<file path="src/rtl/seq_detect_pkg.sv">
// Shared types, defaults and helpers for the serial pattern-detection controller.
package seq_detect_pkg;

    typedef enum logic [1:0] {
        IDLE = 2'd0,
        RUN  = 2'd1,
        DONE = 2'd2
    } state_t;

    localparam int unsigned MAX_LEN_DEF = 8;
    localparam int unsigned LEN_W_DEF   = 4;
    localparam int unsigned CNT_W_DEF   = 8;

    localparam logic [7:0]  RST_PATTERN = 8'b0000_1101;
    localparam int unsigned RST_LEN     = 4;
    localparam logic        RST_OVERLAP = 1'b1;

    // Low `len` bits set; callers narrow the result to their pattern width.
    function automatic logic [31:0] len_mask(input logic [31:0] len);
        if (len >= 32'd32)
            len_mask = '1;
        else
            len_mask = (32'd1 << len) - 32'd1;
    endfunction

endpackage

</file>
<file path="src/rtl/seq_detect_ctrl_if.sv">
// Configuration, control and serial-stream bundle between the host side and the detector.
interface seq_detect_ctrl_if
    import seq_detect_pkg::*;
#(
    parameter int unsigned MAX_LEN = MAX_LEN_DEF,
    parameter int unsigned LEN_W   = LEN_W_DEF,
    parameter int unsigned CNT_W   = CNT_W_DEF
);

    logic               cfg_we;
    logic [MAX_LEN-1:0] cfg_pattern;
    logic [LEN_W-1:0]   cfg_len;
    logic               cfg_overlap;
    logic [CNT_W-1:0]   cfg_stop_cnt;
    logic               start;
    logic               stop;
    logic               x;
    logic               x_valid;
    logic               z;
    logic               busy;
    logic               done;
    logic [CNT_W-1:0]   match_cnt;
    logic               irq;
    logic               irq_ack;

    modport master (
        output cfg_we, cfg_pattern, cfg_len, cfg_overlap, cfg_stop_cnt,
        output start, stop, x, x_valid, irq_ack,
        input  z, busy, done, match_cnt, irq
    );

    modport slave (
        input  cfg_we, cfg_pattern, cfg_len, cfg_overlap, cfg_stop_cnt,
        input  start, stop, x, x_valid, irq_ack,
        output z, busy, done, match_cnt, irq
    );

endinterface

</file>
<file path="src/rtl/seq_shift_match.sv">
// Bit-serial history register, fill counter and length-masked pattern compare.
module seq_shift_match
    import seq_detect_pkg::*;
#(
    parameter int unsigned MAX_LEN = MAX_LEN_DEF,
    parameter int unsigned LEN_W   = LEN_W_DEF
) (
    input  logic               clk,
    input  logic               rst,
    input  logic               shift_en,
    input  logic               clr,
    input  logic               x,
    input  logic [MAX_LEN-1:0] pattern,
    input  logic [LEN_W-1:0]   len,
    output logic               hit
);

    logic [MAX_LEN-1:0] hist_q;
    logic [MAX_LEN-1:0] hist_next;
    logic [MAX_LEN-1:0] mask;
    logic [LEN_W-1:0]   fill_q;
    logic [LEN_W-1:0]   fill_next;

    always_comb begin
        hist_next = {hist_q[MAX_LEN-2:0], x};
        fill_next = (fill_q >= len) ? len : fill_q + 1'b1;
        mask      = MAX_LEN'(len_mask(32'(len)));
        hit       = shift_en && (fill_next >= len) &&
                    ((hist_next & mask) == (pattern & mask));
    end

    // clr also wipes history: once fill restarts at 0, no match can be
    // declared until len fresh bits have overwritten the compared window.
    always_ff @(posedge clk or posedge rst) begin
        if (rst) begin
            hist_q <= '0;
            fill_q <= '0;
        end else if (clr) begin
            hist_q <= '0;
            fill_q <= '0;
        end else if (shift_en) begin
            hist_q <= hist_next;
            fill_q <= fill_next;
        end
    end

endmodule

</file>
<file path="src/rtl/seq_detect_ctrl.sv">
// Run sequencing, configuration registers, match counting and auto-stop interrupt.
module seq_detect_ctrl
    import seq_detect_pkg::*;
#(
    parameter int unsigned MAX_LEN = MAX_LEN_DEF,
    parameter int unsigned LEN_W   = LEN_W_DEF,
    parameter int unsigned CNT_W   = CNT_W_DEF
) (
    input  logic            clk,
    input  logic            rst,
    seq_detect_ctrl_if.slave bus
);

    state_t             state_q;
    state_t             state_d;
    logic [MAX_LEN-1:0] pattern_q;
    logic [LEN_W-1:0]   len_q;
    logic               overlap_q;
    logic [CNT_W-1:0]   stop_cnt_q;
    logic [CNT_W-1:0]   match_cnt_q;
    logic [CNT_W-1:0]   cnt_inc;
    logic               z_q;
    logic               irq_q;
    logic               hit;
    logic               shift_en;
    logic               clr;
    logic               start_go;
    logic               cfg_ok;
    logic               auto_stop;
    logic               done_entry;

    assign shift_en = (state_q == RUN) && bus.x_valid;
    assign clr      = start_go || (hit && !overlap_q);

    seq_shift_match #(
        .MAX_LEN (MAX_LEN),
        .LEN_W   (LEN_W)
    ) u_match (
        .clk      (clk),
        .rst      (rst),
        .shift_en (shift_en),
        .clr      (clr),
        .x        (bus.x),
        .pattern  (pattern_q),
        .len      (len_q),
        .hit      (hit)
    );

    always_comb begin
        state_d    = state_q;
        start_go   = 1'b0;
        auto_stop  = 1'b0;
        done_entry = 1'b0;
        cnt_inc    = (match_cnt_q == '1) ? match_cnt_q : match_cnt_q + 1'b1;
        cfg_ok     = bus.cfg_we && (state_q != RUN) && (bus.cfg_len != '0) &&
                     (bus.cfg_len <= LEN_W'(MAX_LEN));
        case (state_q)
            IDLE, DONE: begin
                if (bus.start) begin
                    state_d  = RUN;
                    start_go = 1'b1;
                end
            end
            RUN: begin
                auto_stop = hit && (stop_cnt_q != '0) && (cnt_inc == stop_cnt_q);
                if (bus.stop) begin
                    state_d = IDLE;
                end else if (auto_stop) begin
                    state_d    = DONE;
                    done_entry = 1'b1;
                end
            end
            default: state_d = IDLE;
        endcase
    end

    always_ff @(posedge clk or posedge rst) begin
        if (rst)
            state_q <= IDLE;
        else
            state_q <= state_d;
    end

    always_ff @(posedge clk or posedge rst) begin
        if (rst) begin
            pattern_q  <= MAX_LEN'(RST_PATTERN);
            len_q      <= LEN_W'(RST_LEN);
            overlap_q  <= RST_OVERLAP;
            stop_cnt_q <= '0;
        end else if (cfg_ok) begin
            pattern_q  <= bus.cfg_pattern;
            len_q      <= bus.cfg_len;
            overlap_q  <= bus.cfg_overlap;
            stop_cnt_q <= bus.cfg_stop_cnt;
        end
    end

    always_ff @(posedge clk or posedge rst) begin
        if (rst) begin
            match_cnt_q <= '0;
            z_q         <= 1'b0;
            irq_q       <= 1'b0;
        end else begin
            z_q <= hit;
            if (start_go)
                match_cnt_q <= '0;
            else if (hit)
                match_cnt_q <= cnt_inc;
            if (done_entry)
                irq_q <= 1'b1;
            else if (bus.irq_ack)
                irq_q <= 1'b0;
        end
    end

    assign bus.z         = z_q;
    assign bus.busy      = (state_q == RUN);
    assign bus.done      = (state_q == DONE);
    assign bus.match_cnt = match_cnt_q;
    assign bus.irq       = irq_q;

    busy_done_exclusive: assert property (@(posedge clk) disable iff (rst)
        !(bus.busy && bus.done));

endmodule

</file>
<file path="src/flat_wrapper.sv">
// flat-port wrapper written by rule: the top's interface ports become plain ports
module seq_detect_ctrl_flat import seq_detect_pkg::*;
#(
    parameter int unsigned MAX_LEN = MAX_LEN_DEF,
    parameter int unsigned LEN_W   = LEN_W_DEF,
    parameter int unsigned CNT_W   = CNT_W_DEF
)
  (clk, rst, bus_cfg_we, bus_cfg_pattern, bus_cfg_len, bus_cfg_overlap, bus_cfg_stop_cnt, bus_start, bus_stop, bus_x, bus_x_valid, bus_irq_ack, bus_z, bus_busy, bus_done, bus_match_cnt, bus_irq);
  seq_detect_ctrl_if #(.MAX_LEN(MAX_LEN), .LEN_W(LEN_W), .CNT_W(CNT_W)) bus_i ();
  input  logic clk;
  input  logic rst;
  input wire logic [$bits(bus_i.cfg_we)-1:0] bus_cfg_we;
  input wire logic [$bits(bus_i.cfg_pattern)-1:0] bus_cfg_pattern;
  input wire logic [$bits(bus_i.cfg_len)-1:0] bus_cfg_len;
  input wire logic [$bits(bus_i.cfg_overlap)-1:0] bus_cfg_overlap;
  input wire logic [$bits(bus_i.cfg_stop_cnt)-1:0] bus_cfg_stop_cnt;
  input wire logic [$bits(bus_i.start)-1:0] bus_start;
  input wire logic [$bits(bus_i.stop)-1:0] bus_stop;
  input wire logic [$bits(bus_i.x)-1:0] bus_x;
  input wire logic [$bits(bus_i.x_valid)-1:0] bus_x_valid;
  input wire logic [$bits(bus_i.irq_ack)-1:0] bus_irq_ack;
  output wire logic [$bits(bus_i.z)-1:0] bus_z;
  output wire logic [$bits(bus_i.busy)-1:0] bus_busy;
  output wire logic [$bits(bus_i.done)-1:0] bus_done;
  output wire logic [$bits(bus_i.match_cnt)-1:0] bus_match_cnt;
  output wire logic [$bits(bus_i.irq)-1:0] bus_irq;
  assign bus_i.cfg_we = bus_cfg_we;
  assign bus_i.cfg_pattern = bus_cfg_pattern;
  assign bus_i.cfg_len = bus_cfg_len;
  assign bus_i.cfg_overlap = bus_cfg_overlap;
  assign bus_i.cfg_stop_cnt = bus_cfg_stop_cnt;
  assign bus_i.start = bus_start;
  assign bus_i.stop = bus_stop;
  assign bus_i.x = bus_x;
  assign bus_i.x_valid = bus_x_valid;
  assign bus_i.irq_ack = bus_irq_ack;
  assign bus_z = bus_i.z;
  assign bus_busy = bus_i.busy;
  assign bus_done = bus_i.done;
  assign bus_match_cnt = bus_i.match_cnt;
  assign bus_irq = bus_i.irq;
  seq_detect_ctrl #(.MAX_LEN(MAX_LEN), .LEN_W(LEN_W), .CNT_W(CNT_W)) u_core (.clk(clk), .rst(rst), .bus(bus_i));
endmodule
</file>
<file path="config.mk">
export PLATFORM = sky130hd
export DESIGN_NAME = seq_detect_ctrl_flat
export DESIGN_NICKNAME = d
export VERILOG_FILES = /design/src/rtl/seq_detect_pkg.sv /design/src/rtl/seq_detect_ctrl_if.sv /design/src/rtl/seq_shift_match.sv /design/src/rtl/seq_detect_ctrl.sv /design/src/flat_wrapper.sv
export SDC_FILE = /design/constraint.sdc
export NUM_CORES = 1
export LEC_CHECK = 0
export CAP_MARGIN = 0
export CELL_PAD_IN_SITES_DETAIL_PLACEMENT = 1
export CELL_PAD_IN_SITES_GLOBAL_PLACEMENT = 2
export CORE_UTILIZATION = 30
export CTS_CLUSTER_DIAMETER = 40
export DETAILED_ROUTE_END_ITERATION = 10
export PLACE_DENSITY_LB_ADDON = 0.1
export SYNTH_ARGS = -nofsm -noshare
export SYNTH_HDL_FRONTEND = slang
export SYNTH_SLANG_ARGS = --single-unit
export TNS_END_PERCENT = 5
</file>
<file path="constraint.sdc">
create_clock -name clk -period 3.9 [get_ports clk]
set_clock_uncertainty 0.05 [all_clocks]
set_input_delay 0.78 -clock clk [delete_from_list [all_inputs] [get_ports clk]]
set_output_delay 0.78 -clock clk [all_outputs]
set_load 0.05 [all_outputs]
</file>
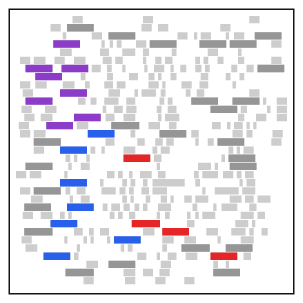
ff_map.png
(3 px per um)
[blue] `u_core.u_match.hist_q` | placed flops: 7
[purple] `u_core.stop_cnt_q` | placed flops: 8 | where: top left
[red] `u_core.len_q` | placed flops: 4 | where: bottom middle
not coloured: 25

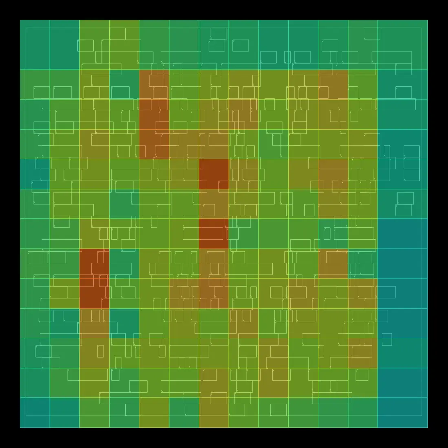
congestion_map.png
gr usage total: 15.4%
DR WL/cell: 14.9 um

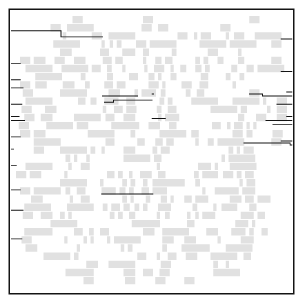
m3.png
(3 px per um) Cells faint in the background.
share of all routed wire: 3.0%
main direction: horizontal
nets with wire on the layer: 24
longest straight run: 17.0 um
wire length on this layer: 183 um
final wirelength: 6.09 mm
met3 Usage GRT: 2.83%
DR vias: 2018

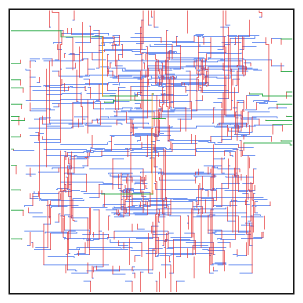
layers.png
(3 px per um)
[red] M2 | wire length: 2530 um
[blue] M1 | wire length: 3330 um
[green] M3 | wire length: 183 um
[orange] M4 | wire length: 53.0 um

==> results.txt <==
run metrics: fraction of layout cells with a size suffix above 1 21.1%, row count 33, Die Width 94.3 um, clock tree buffer depth 2, Top class by area logic gates, worst reg-to-reg setup slack 0.22 ns, critical path arrival 3.83 ns, Crit Path Class register to register, H-Tree Depth 2, Yosys Instances 255, Diodes inserted 0, first-pass GRT wire length 10.6 mm, grt total ovfl 0, Worst R2R End u_core.state_q[0], logic area 0.00137 mm^2, Top Ports 41, startpoint types register, nets@finish 342, share of total power in the clock network 22.0%, clock buffers 6, Int Pwr 1.07 mW, dpl ws 0.108 ns, distinct lib cells 46, peak supply drop 184 uV, drt first pass iters 4, Synth Area per Inst 10.0 um^2, syn_nets 295, Seq/Total Area, Yosys 43.3%, FFs w/ async S/R, synth 100%, Slew HR 61.4%, final hold violation count 0, worst r2r src u_core.u_match.fill_q[0], Slew Viols, Final 0, Logic pwr share 38.6%, flop share of the area 34.2%, Top logic family simple AND/OR/NAND/NOR gates, buffering overhead 14.8%, crit-path cells inv_2, ha_1, nand2b_1, a21o_1, a21o_1, a21oi_2, mux2_4, ha_1, o21ai_0, a21oi_1, o211ai_1, or4_4, or4_4, a31o_1, Hold Path Sink u_core.pattern_q[1], Final setup viols 0, Post-Layout Cell Count 408, registers 44, Final min period 3.68 ns, family with the most delay on the worst path simple AND/OR/NAND/NOR gates, FF+latch area 0.00111 mm^2, inverters 12, Core ar. 0.00822 mm^2, ClkCell Share 3.32%, Switching Fraction 33.1%, Least-Margin Pin Slew 0.575 ns, Leak 1.35 nW, Tcrit/Tclk final 94.5%, Die H 94.3 um, Post-Syn Area 0.00256 mm^2, Cell area leaders dfrtp_1 38%, mux2_2 11%, ha_1 5.4%, dfstp_2 5.1%, xnor2_1 4.8%, Sink Count 44, most used flip-flop cell after synthesis dfrtp_1, DRT iter0 DRCs 43, Yosys top cell by area dfrtp_1, status finished clean, Synth Area in Compound Gates 11.4%, crit path DRT 4.04 ns, Tool Warnings 26, highest routed layer met4, CP Depth 14, met2 GRT Util 21.3%, Max power group sequential cells, Finished Cell Area 0.00324 mm^2, multi-input gates 189, Setup crit end u_core.state_q[0], reg2reg path depth 14, chip area 0.00889 mm^2, critical path's slowest cell or4_4, Worst-path clk slew 0.09 ns, hold depth 1, final setup TNS 0 ns, Max Cap Viol 0, P_clk 0.352 mW, min-delay src u_core.pattern_q[1], area post-placement 0.00310 mm^2, Yosys top cell area share 38.2%, sequential share of power 39.4%, placed cells 400, Comb area share 42.3%, flip-flops with a built-in enable 0, worst hold margin 0.483 ns, met2 wire length 2.53 mm, metal3 WL 183 um, Seq group 0.630 mW, Layout area overhead 26.7%, largest net degree at the start of global routing 30, total chip power 1.60 mW, Metal-1 WL 3.33 mm, antenna viol nets, final 0, CP endpoint kind register, placed wire-length estimate 4.72 mm, xor/xnor share of the synthesized area 6.85%, adder-cell share of the synthesized area 5.38%, Yosys warning count 0, layer with the highest usage met1, CTS root buf clkbuf_8, Syn Inst Count 255, HP Class register to register, unrepaired setup endpoints after global routing no, met1 GRT Util 24.3%, Vias/cell 4.95, worst setup path start u_core.u_match.fill_q[0], I/O Buffers 40, YS chip area 0.00256 mm^2, max incr delay on CP 0.55 ns, gp weighted congestion 0.726, initial core utilization 31.1%, antenna violations before repair 0
==> Yosys cell counts, types with 6 or more instances <==
library cell  number
nor2_1            13
inv_1              9
nor3_1             6
ha_1              11
mux2i_1            7
nand2_1           27
mux2_2            24
xor2_1             6
xnor2_1           14
dfrtp_1           39
o21ai_0           10
a21oi_1           22
==> what timing repair did <==
item,in CTS,in global routing
resized,0,8
hold buffers,0,0
endpoints found under the hold margin,0,0
buffers inserted,0,0
setup endpoints to repair,0,3
==> cells in the final DEF (no fill, tap or decap), drive strengths merged, types with 7 or more instances in the layout <==
cell type	netlist	layout
clkdlybuf4s50	0	40
dfrtp	39	39
nand2	27	27
mux2	24	24
a21oi	22	22
xnor2	14	14
nor2	14	14
o21ai	12	12
ha	11	11
inv	12	11
buf	5	10
nor3	7	7
mux2i	7	7
No activity file was given, so power comes from the tool's default toggle rates.
